**src/rtl/decoder_nscan.sv**
```systemverilog
// Registered N-to-2**N one-hot decoder with enable gating, valid/ready on both
// sides and a self-driven scan mode that steps all codes with a fixed dwell.
module decoder_nscan #(
   parameter int N       = 2,
   parameter int DWELL   = 0,
   parameter int DWELL_W = 8
) (
   input  logic              clk,
   input  logic              rst,
   input  logic              en,
   input  logic              mode,
   input  logic              in_valid,
   output logic              in_ready,
   input  logic [N-1:0]      in_code,
   output logic              out_valid,
   input  logic              out_ready,
   output logic [2**N-1:0]   out_onehot,
   output logic [N-1:0]      out_code,
   output logic              scan_wrap
);

   localparam int W = 2**N;
   localparam logic [N-1:0] CODE_MAX = '1;
   localparam logic [DWELL_W-1:0] DW = DWELL_W'(DWELL);
   localparam logic [W-1:0] ONE = W'(1);

   typedef enum logic [1:0] {
      DEC,
      SCAN_EMIT,
      SCAN_DWELL
   } state_t;

   state_t state;
   state_t state_nx;

   logic [N-1:0]       scan_cnt;
   logic [DWELL_W-1:0] dwell_cnt;
   logic               slot_free;
   logic               load;
   logic               scan_load;
   logic [N-1:0]       load_code;
   logic               load_wrap;

   assign slot_free = !out_valid || out_ready;

   always_ff @(posedge clk) begin
      if (rst) state <= DEC;
      else     state <= state_nx;
   end

   always_comb begin
      state_nx = state;
      unique case (state)
         DEC: begin
            if (mode) state_nx = SCAN_EMIT;
         end
         SCAN_EMIT: begin
            if (!mode)
               state_nx = DEC;
            else if (scan_load && DWELL > 0)
               state_nx = SCAN_DWELL;
         end
         SCAN_DWELL: begin
            if (!mode)
               state_nx = DEC;
            else if (en && dwell_cnt <= DWELL_W'(1))
               state_nx = SCAN_EMIT;
         end
         default: state_nx = DEC;
      endcase
   end

   // in_ready never looks at in_valid/in_code, so no input-to-output path
   always_comb begin
      in_ready  = 1'b0;
      load      = 1'b0;
      scan_load = 1'b0;
      load_code = in_code;
      load_wrap = 1'b0;
      unique case (state)
         DEC: begin
            in_ready = slot_free && !mode;
            load     = in_valid && in_ready;
         end
         SCAN_EMIT: begin
            scan_load = mode && en && slot_free;
            load      = scan_load;
            load_code = scan_cnt;
            load_wrap = (scan_cnt == CODE_MAX);
         end
         SCAN_DWELL: begin
            in_ready = 1'b0;
         end
         default: begin
            in_ready = 1'b0;
         end
      endcase
   end

   always_ff @(posedge clk) begin
      if (rst) begin
         scan_cnt  <= '0;
         dwell_cnt <= '0;
      end else begin
         if (state == DEC && mode)
            scan_cnt <= '0;
         else if (scan_load)
            scan_cnt <= scan_cnt + 1'b1;

         if (scan_load)
            dwell_cnt <= DW;
         else if (state == SCAN_DWELL && mode && en)
            dwell_cnt <= dwell_cnt - 1'b1;
      end
   end

   // Data fields hold after consumption; only out_valid marks a live beat
   always_ff @(posedge clk) begin
      if (rst) begin
         out_valid  <= 1'b0;
         out_onehot <= '0;
         out_code   <= '0;
         scan_wrap  <= 1'b0;
      end else if (load) begin
         out_valid  <= 1'b1;
         out_code   <= load_code;
         out_onehot <= en ? (ONE << load_code) : '0;
         scan_wrap  <= load_wrap;
      end else if (out_ready) begin
         out_valid  <= 1'b0;
      end
   end

endmodule

```
**config.mk**
```make
export PLATFORM = sky130hd
export DESIGN_NAME = decoder_nscan
export DESIGN_NICKNAME = d
export VERILOG_FILES = /design/src/rtl/decoder_nscan.sv
export SDC_FILE = /design/constraint.sdc
export NUM_CORES = 1
export LEC_CHECK = 0
export CORE_MARGIN = 2
export CORE_UTILIZATION = 43
export DETAILED_ROUTE_END_ITERATION = 10
export PLACE_DENSITY = 0.74
export SLEW_MARGIN = 20
export SYNTH_ARGS = -nofsm -noshare
export SYNTH_HDL_FRONTEND = slang
export SYNTH_SLANG_ARGS = --single-unit
```
**constraint.sdc**
```tcl
create_clock -name clk -period 1.8 [get_ports clk]
set_input_delay 0.45 -clock clk [delete_from_list [all_inputs] [get_ports clk]]
set_output_delay 0.45 -clock clk [all_outputs]
set_load 0.005 [all_outputs]
```
==> reports/metrics.csv, run 1 <==
metric;value;unit
DR iter-0 viols;7;
MUX area fraction;14.8;%
Mapped Nets;69;
initial antenna violation count;0;
non-filler instance count after layout;99;
placed inst area;773;sq um
worst setup path startpoint;out_ready;
Critical Path Sink Type;output pin;
first-pass GRT wire length;2030;um
CTS clk-pin slew, worst paths;0.07;ns
grt met2 use;31.9;%
largest net degree at the start of global routing;9;
setup tns final;0;ns
tap cells;14;
internal power;0.529;mW
GR Overflow Total;0;
max reg flops;4;
critical setup path kind;input port to output pin;
multi-input gates;42;
switching power;0.235;mW
Arr. time, crit path;1.25;ns
Logic pwr share;39.7;%
# IOs;17;
Syn Std Cell Area;558;sq um
HPWL after DPL;925;um
Power Dens Cells;962;mW/mm^2
final-layout non-clock buffer area share;27.1;%
CTS tree;done;
Register-to-Register Path Depth;4;
most frequent cell after synthesis;dfxtp_1;
Top-area cell share;39.5;%
synthesized area per cell;9.46;sq um
Max Root-Sink Buffers;2;
final setup fails;0;
seq pwr;0.293;mW
worst hold path type;register to register;
CTS buffer count;3;
Adder Area Share;4.48;%
register area share after synthesis;39.5;%
Routed met1 length;557;um
crit-path max FO;2;
number of clock buffers in the layout;4;
clk cell area share;3.31;%
yosys aoi share;12.8;%
Post-Synthesis Cells;59;
Num Clock Sinks;11;
Post-CTS Resized;4;
FP Util;48.3;%
Tool Warnings;26;
max cap viols;0;
Die ar.;0.00160;sq mm
Post-synth EDFFs;0;
DR top layer;met4;
Comb/total area;37.8;%
Worst Hold Depth;2;
dominant register cell;dfxtp_1;
synth top area cells;dfxtp_1, mux2i_1, nand3_1, a211oi_1, ha_1;
via/cell ratio;5.22;
post-route clock period utilization;94.3;%
dpl ws;-0.288;ns
ANT cells;0;
Hold Path Origin;out_code[1];
CP peak stage delay;0.47;ns
main logic family after synthesis;simple AND/OR/NAND/NOR gates;
Layout Nets;96;
Worst slew margin;83.5;%
M3 GR Usage;6.67;%
Leading cell kind;combinational gates;
Final GP Congestion;0.789;
RR Startpoint;state[0];
Startpoint Class;input port;
Non-CTS inverters;4;
yosys simple share;20.2;%
Hold-fix buffers, CTS;0;
WP data required;1.35;ns
vias in the first global route;451;
crit path to;in_ready;
most numerous logic cells after layout;clkdlybuf4s50_1, dfxtp_1, buf_4;
WL met3;57;um
share of cells above drive strength 1;21.2;%
hold path endpoint;out_code[1];
drt pass-1 iters;4;
flop count;11;
top cells by count, synth;dfxtp_1, mux2i_1, nand3_1;
Max Clock Freq;0.589;GHz
stages on the worst setup path;4;
met1 Use GR;23.1;%
# Cells Yosys;59;
biggest registers after layout;out_onehot x4, out_code x2, scan_cnt x2;
bufs w/o clock;24;
status;finished clean;
Cell Type Count;23;
Final Hold Fails;0;
clock tree root buffer cell;clkbuf_4;
DRC;0;
critical path's top delay family;buffers and inverters;
Gate Area;300;sq um
Least-Margin Pin Slew;0.247;ns
RSZ-0062 raised after global routing;false;
fin. max-slew vios;0;
GRT busiest layer;met2;
Yosys chip area;558;sq um
Comb group;0.303;mW
Final ANT Viol Nets;0;
Flop area;220;sq um
most frequent logic cell in the layout;clkdlybuf4s50_1;
dominant cell type by area after synthesis;dfxtp_1;
leakage power;0.333;nW
largest register by flop count;out_onehot;
H-tree Lvls;1;
Synth flops;11;
Top power group;combinational logic;
Net Sw Frac;30.8;%
CP max-delay cell;clkdlybuf4s50_1;
area grow syn2layout;42.4;%
routed wire length on met2;609;um
critical path cell sequence;clkdlybuf4s50_1 > nor2b_1 > nor3_1 > buf_2;
Hold WS;0.453;ns
Final WS setup;0.103;ns
Flop pwr share;38.4;%
Placed Cells;95;
asr flop ratio synth;0;%
Reg2Reg Setup Slack;0.39;ns
PortBufs;16;
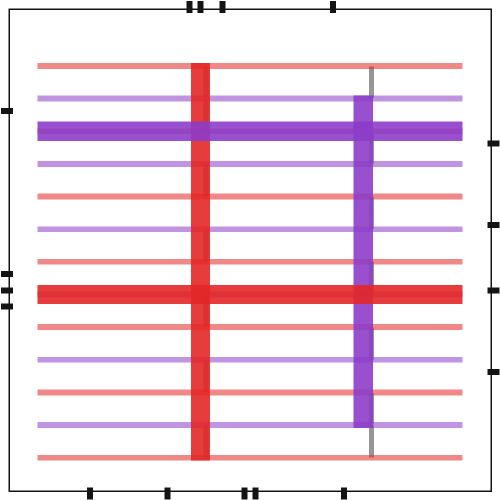
Figure 1: run 1, supply network.
Drawn at 12 px/um. Pins as bars on the die edge. Tap cells in gray.
| color | net |
|---|---|
| purple | VDD |
| red | VSS |
signal pins: 17
met4 straps: 2
maximum VDD drop: 0.505 mV
Die X: 40.0 um
core area: 0.00116 sq mm
die height: 40.0 um

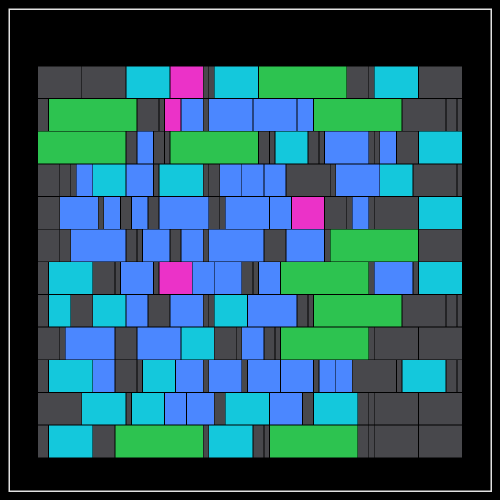
Figure 2: run 1, placed cells, one color a class.
Drawn at 12 px/um. Fill, decap, tap and diode cells in gray.
| color | class | cells |
|---|---|---|
| green | flops | 11 |
| cyan | other buffers and delay cells | 24 |
| magenta | clock drivers and dummy loads | 4 |
| blue | combinational and other logic | 46 |
post-route cell area: 795 sq um
std cell rows: 12
Final Core Density: 68.7%
Seq area share: 27.7%

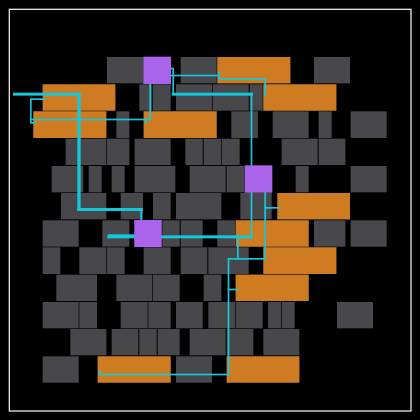
Figure 3: run 1, clock network drawn from the DEF.
Drawn at 10 px/um.
[purple] clock drivers | count: 3
[cyan] clock wires | length: 146 um
[orange] flip-flops | count: 11
routed clock nets: 4
skew final: 0.00362 ns
Latency at later pin: 0.27 ns
Clock power frac: 22.0%
clk pwr: 0.168 mW

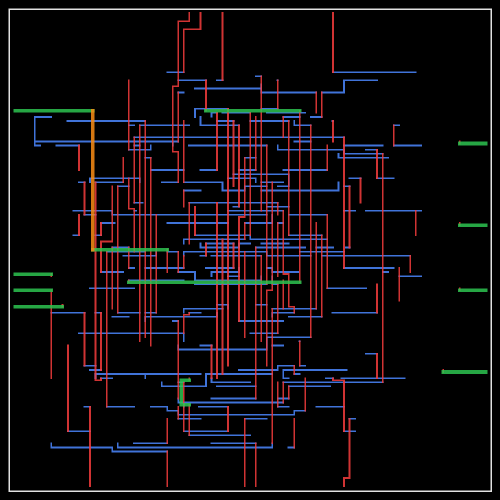
Figure 4: run 1, signal wires by layer.
Drawn at 12 px/um.
| color | layer | wire length |
|---|---|---|
| red | metal 2 | 610 um |
| green | metal 3 | 58.0 um |
| orange | metal 4 | 11.6 um |
| blue | metal 1 | 557 um |
average wire per standard cell: 12.5 um
drt total wl: 1240 um
Via Count: 517
GR Util All Layers: 19.9%

Figure 5. Routing congestion (run 1).
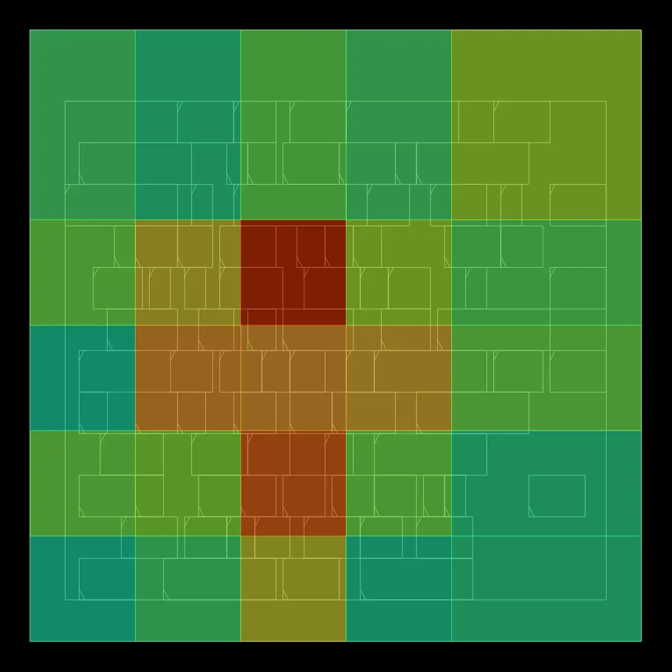

==> inputs of run 2 (changes only) <==
--- a/config.mk
+++ b/config.mk
@@ -5,10 +5,11 @@
 export SDC_FILE = /design/constraint.sdc
 export NUM_CORES = 1
 export LEC_CHECK = 0
-export CORE_MARGIN = 2
-export CORE_UTILIZATION = 43
+export CORE_AREA = 2 2 39 41
+export CTS_BUF_LIST = sky130_fd_sc_hd__clkbuf_8
 export DETAILED_ROUTE_END_ITERATION = 10
-export PLACE_DENSITY = 0.74
+export DIE_AREA = 0 0 41 43
+export PLACE_DENSITY = 0.73
 export SLEW_MARGIN = 20
 export SYNTH_ARGS = -nofsm -noshare
 export SYNTH_HDL_FRONTEND = slang
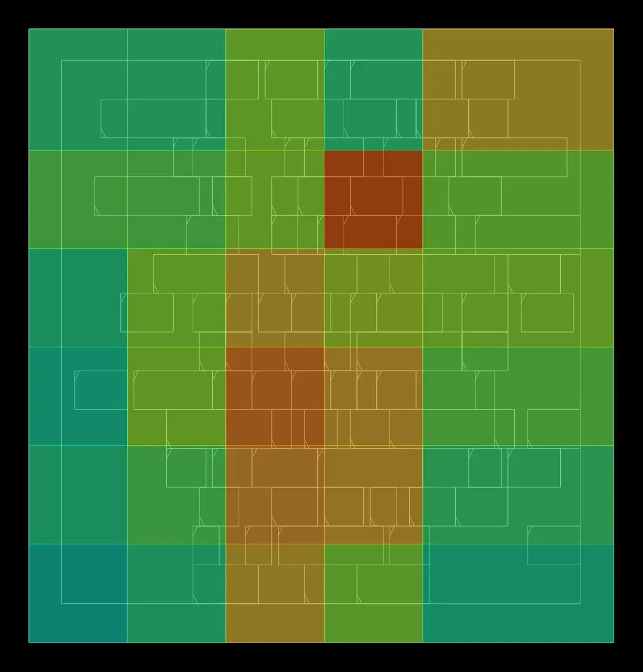
Figure 6: run 2, routing congestion.
Final Core Density: 60.4%
M3 GR Usage: 4.71%

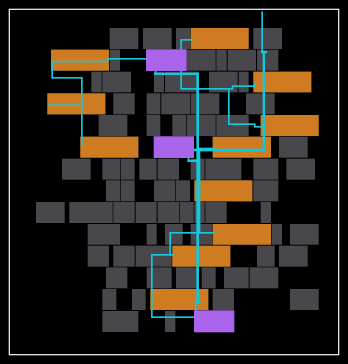
Figure 7: run 2, clock network drawn from the DEF.
Drawn at 8 px/um.
[cyan] clock wires | length: 175 um
[orange] flip-flops | count: 11
[purple] clock drivers | count: 3
routed clock nets: 4
Clock power frac: 28.9%
skew final: 0.00356 ns

==> reports/metrics.csv, run 2 <==
metric;value;unit
status;finished clean;
worst setup path startpoint;out_ready;
dominant register cell;dfxtp_1;
Via Count;528;
Hold WS;0.452;ns
GR Overflow Total;0;
Placed Cells;98;
CTS clk-pin slew, worst paths;0.05;ns
asr flop ratio synth;0;%
grt met2 use;24.7;%
fin. max-slew vios;0;
Final ANT Viol Nets;0;
Die X;41;um
clk pwr;0.245;mW
Logic pwr share;36.7;%
Net Sw Frac;29.1;%
Routed met1 length;547;um
met1 Use GR;19.6;%
RR Startpoint;state[0];
Max Root-Sink Buffers;2;
drt total wl;1210;um
dominant cell type by area after synthesis;dfxtp_1;
Yosys chip area;558;sq um
internal power;0.601;mW
GRT busiest layer;met2;
Latency at later pin;0.24;ns
WL met3;57;um
Leading cell kind;combinational gates;
first-pass GRT wire length;1950;um
Hold Path Origin;out_code[1];
maximum VDD drop;0.445;mV
initial antenna violation count;0;
Reg2Reg Setup Slack;0.32;ns
Seq area share;26.3;%
switching power;0.246;mW
leakage power;0.360;nW
crit path to;in_ready;
bufs w/o clock;25;
most frequent logic cell in the layout;clkdlybuf4s50_1;
Flop pwr share;34.4;%
Final Hold Fails;0;
post-route cell area;836;sq um
Adder Area Share;4.48;%
flop count;11;
stages on the worst setup path;4;
crit-path max FO;2;
via/cell ratio;5.18;
MUX area fraction;14.8;%
Post-Synthesis Cells;59;
share of cells above drive strength 1;24.4;%
tap cells;16;
Cell Type Count;23;
critical path cell sequence;clkdlybuf4s50_1 > nor2b_2 > nor3_1 > buf_2;
largest register by flop count;out_onehot;
most frequent cell after synthesis;dfxtp_1;
Mapped Nets;69;
Non-CTS inverters;4;
H-tree Lvls;1;
GR Util All Layers;17.1;%
Tool Warnings;27;
register area share after synthesis;39.5;%
Post-CTS Resized;5;
area grow syn2layout;49.8;%
std cell rows;14;
seq pwr;0.291;mW
biggest registers after layout;out_onehot x4, out_code x2, scan_cnt x2;
clock tree root buffer cell;clkbuf_8;
Gate Area;310;sq um
HPWL after DPL;940;um
hold path endpoint;out_code[1];
worst hold path type;register to register;
clk cell area share;5.39;%
DR iter-0 viols;1;
# IOs;17;
Worst Hold Depth;2;
top cells by count, synth;dfxtp_1, mux2i_1, nand3_1;
PortBufs;16;
CP peak stage delay;0.49;ns
Synth flops;11;
routed wire length on met2;561;um
critical setup path kind;input port to output pin;
Comb/total area;37.1;%
max reg flops;4;
max cap viols;0;
final-layout non-clock buffer area share;26.9;%
vias in the first global route;489;
CTS buffer count;3;
Top power group;combinational logic;
core area;0.00138;sq mm
setup tns final;0;ns
placed inst area;783;sq um
Post-synth EDFFs;0;
critical path's top delay family;buffers and inverters;
Register-to-Register Path Depth;5;
average wire per standard cell;11.8;um
main logic family after synthesis;simple AND/OR/NAND/NOR gates;
die height;43;um
Comb group;0.311;mW
Figure 8. Supply network (run 2).
Drawn at 12 px/um. Pins as bars on the die edge. Tap cells in gray.
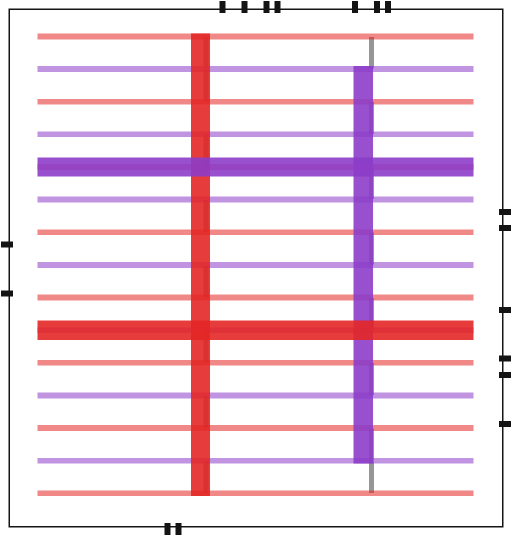

==> inputs of run 3 (changes only) <==
==> config.mk (replaced) <==
export PLATFORM = sky130hd
export DESIGN_NAME = decoder_nscan
export DESIGN_NICKNAME = d
export VERILOG_FILES = /design/src/rtl/decoder_nscan.sv
export SDC_FILE = /design/constraint.sdc
export NUM_CORES = 1
export LEC_CHECK = 0
export CORE_MARGIN = 2
export CORE_UTILIZATION = 42
export CTS_BUF_LIST = sky130_fd_sc_hd__clkbuf_4 sky130_fd_sc_hd__clkbuf_8
export DETAILED_ROUTE_END_ITERATION = 10
export PLACE_DENSITY = 0.76
export SLEW_MARGIN = 20
export SYNTH_ARGS = -nofsm -noshare
export SYNTH_HDL_FRONTEND = slang
export SYNTH_SLANG_ARGS = --single-unit
==> constraint.sdc (replaced) <==
create_clock -name clk -period 1.4 [get_ports clk]
set_input_delay 0.35 -clock clk [delete_from_list [all_inputs] [get_ports clk]]
set_output_delay 0.35 -clock clk [all_outputs]
set_load 0.005 [all_outputs]
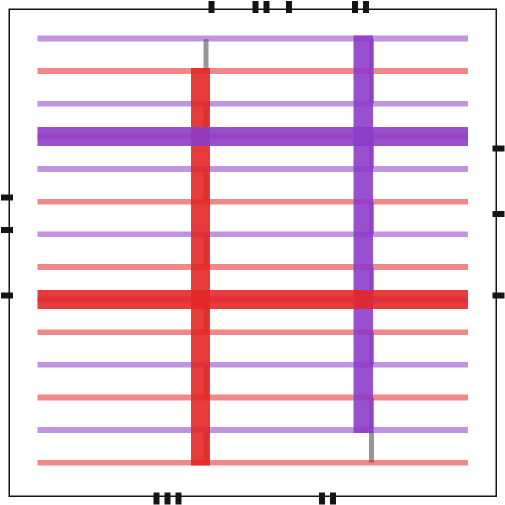
Figure 9: run 3, supply network.
Drawn at 12 px/um. Pins as bars on the die edge. Tap cells in gray.
| color | net |
|---|---|
| purple | VDD |
| red | VSS |
signal pins: 17
met1 rails: 14
met4 straps: 2
tap cells: 15

==> reports/metrics.csv, run 3 <==
metric;value;unit
critical setup path kind;register to output pin;
Placed Cells;99;
GR Util All Layers;16.6;%
Num Clock Sinks;11;
drt pass-1 iters;4;
Startpoint Class;register;
Logic pwr share;40.3;%
top cells by count, synth;dfxtp_1, mux2i_1, nand3_1;
synth top area cells;dfxtp_1, mux2i_1, nand3_1, a211oi_1, ha_1;
Gate Area;344;sq um
hold path endpoint;out_code[0];
Top-area cell share;39.5;%
via/cell ratio;5.13;
Clock power frac;21.7;%
CTS buffer count;3;
max reg flops;4;
Cell Type Count;23;
CP peak stage delay;0.32;ns
met1 Use GR;20.3;%
Syn Std Cell Area;558;sq um
Least-Margin Pin Slew;0.288;ns
skew final;0.00319;ns
Post-Synthesis Cells;59;
Leading cell kind;combinational gates;
crit-path max FO;2;
fin. max-slew vios;0;
first-pass GRT wire length;1750;um
RSZ-0062 raised after global routing;false;
dpl ws;-0.485;ns
Arr. time, crit path;1.00;ns
maximum VDD drop;0.787;mV
WP data required;1.05;ns
flop count;11;
Worst Hold Depth;2;
H-tree Lvls;1;
std cell rows;13;
Final WS setup;0.0508;ns
Flop pwr share;38.0;%
FP Util;44.0;%
Post-CTS Resized;20;
Via Count;533;
Hold WS;0.450;ns
Latency at later pin;0.27;ns
Reg2Reg Setup Slack;0.07;ns
internal power;0.686;mW
leakage power;0.426;nW
DR top layer;met4;
Non-CTS inverters;4;
Adder Area Share;4.48;%
final setup fails;0;
initial antenna violation count;0;
WL met3;35;um
PortBufs;16;
DRC;0;
Power Dens Cells;1150;mW/mm^2
setup tns final;0;ns
Max Root-Sink Buffers;2;
GR Overflow Total;0;
Comb group;0.403;mW
largest net degree at the start of global routing;9;
Mapped Nets;69;
die height;40.5;um
# IOs;17;
Die ar.;0.00164;sq mm
critical path's top delay family;flip-flops;
clk cell area share;3.16;%
CTS tree;done;
Flop area;225;sq um
post-route cell area;872;sq um
vias in the first global route;439;
share of cells above drive strength 1;37.1;%
Seq area share;25.8;%
switching power;0.315;mW
synthesized area per cell;9.46;sq um
dominant register cell;dfxtp_1;
Critical Path Sink Type;output pin;
stages on the worst setup path;3;
Top power group;combinational logic;
status;finished clean;
crit path to;in_ready;
max cap viols;0;
Worst slew margin;80.8;%
worst setup path startpoint;out_valid;
DR iter-0 viols;7;
multi-input gates;42;
Final GP Congestion;0.809;
core area;0.00127;sq mm
final-layout non-clock buffer area share;27.7;%
Hold-fix buffers, CTS;0;
Synth flops;11;
placed inst area;806;sq um
yosys aoi share;12.8;%
CTS clk-pin slew, worst paths;0.07;ns
most frequent logic cell in the layout;buf_4;
Layout Nets;100;
Net Sw Frac;31.5;%
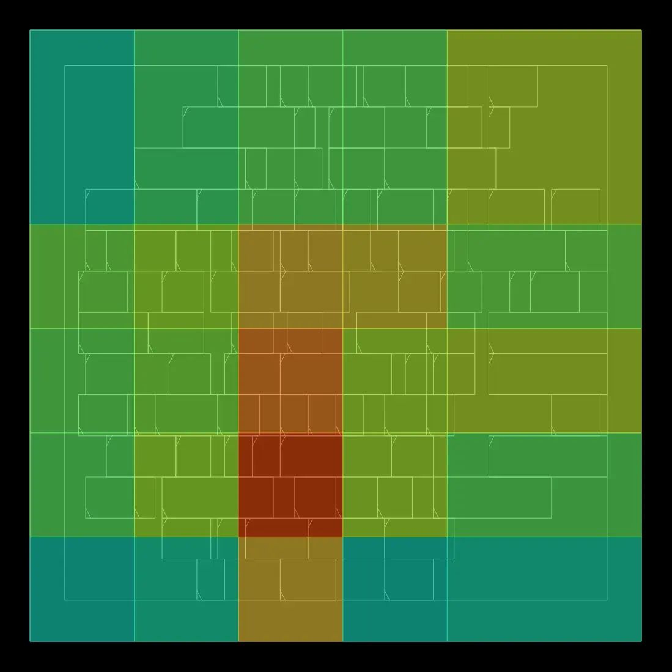
Figure 10: run 3, routing congestion.
GRT busiest layer: met2
grt met2 use: 27.8%
M3 GR Usage: 3.33%
average wire per standard cell: 12.2 um
Final Core Density: 68.7%

No activity file was given, so power comes from the tool's default toggle rates.
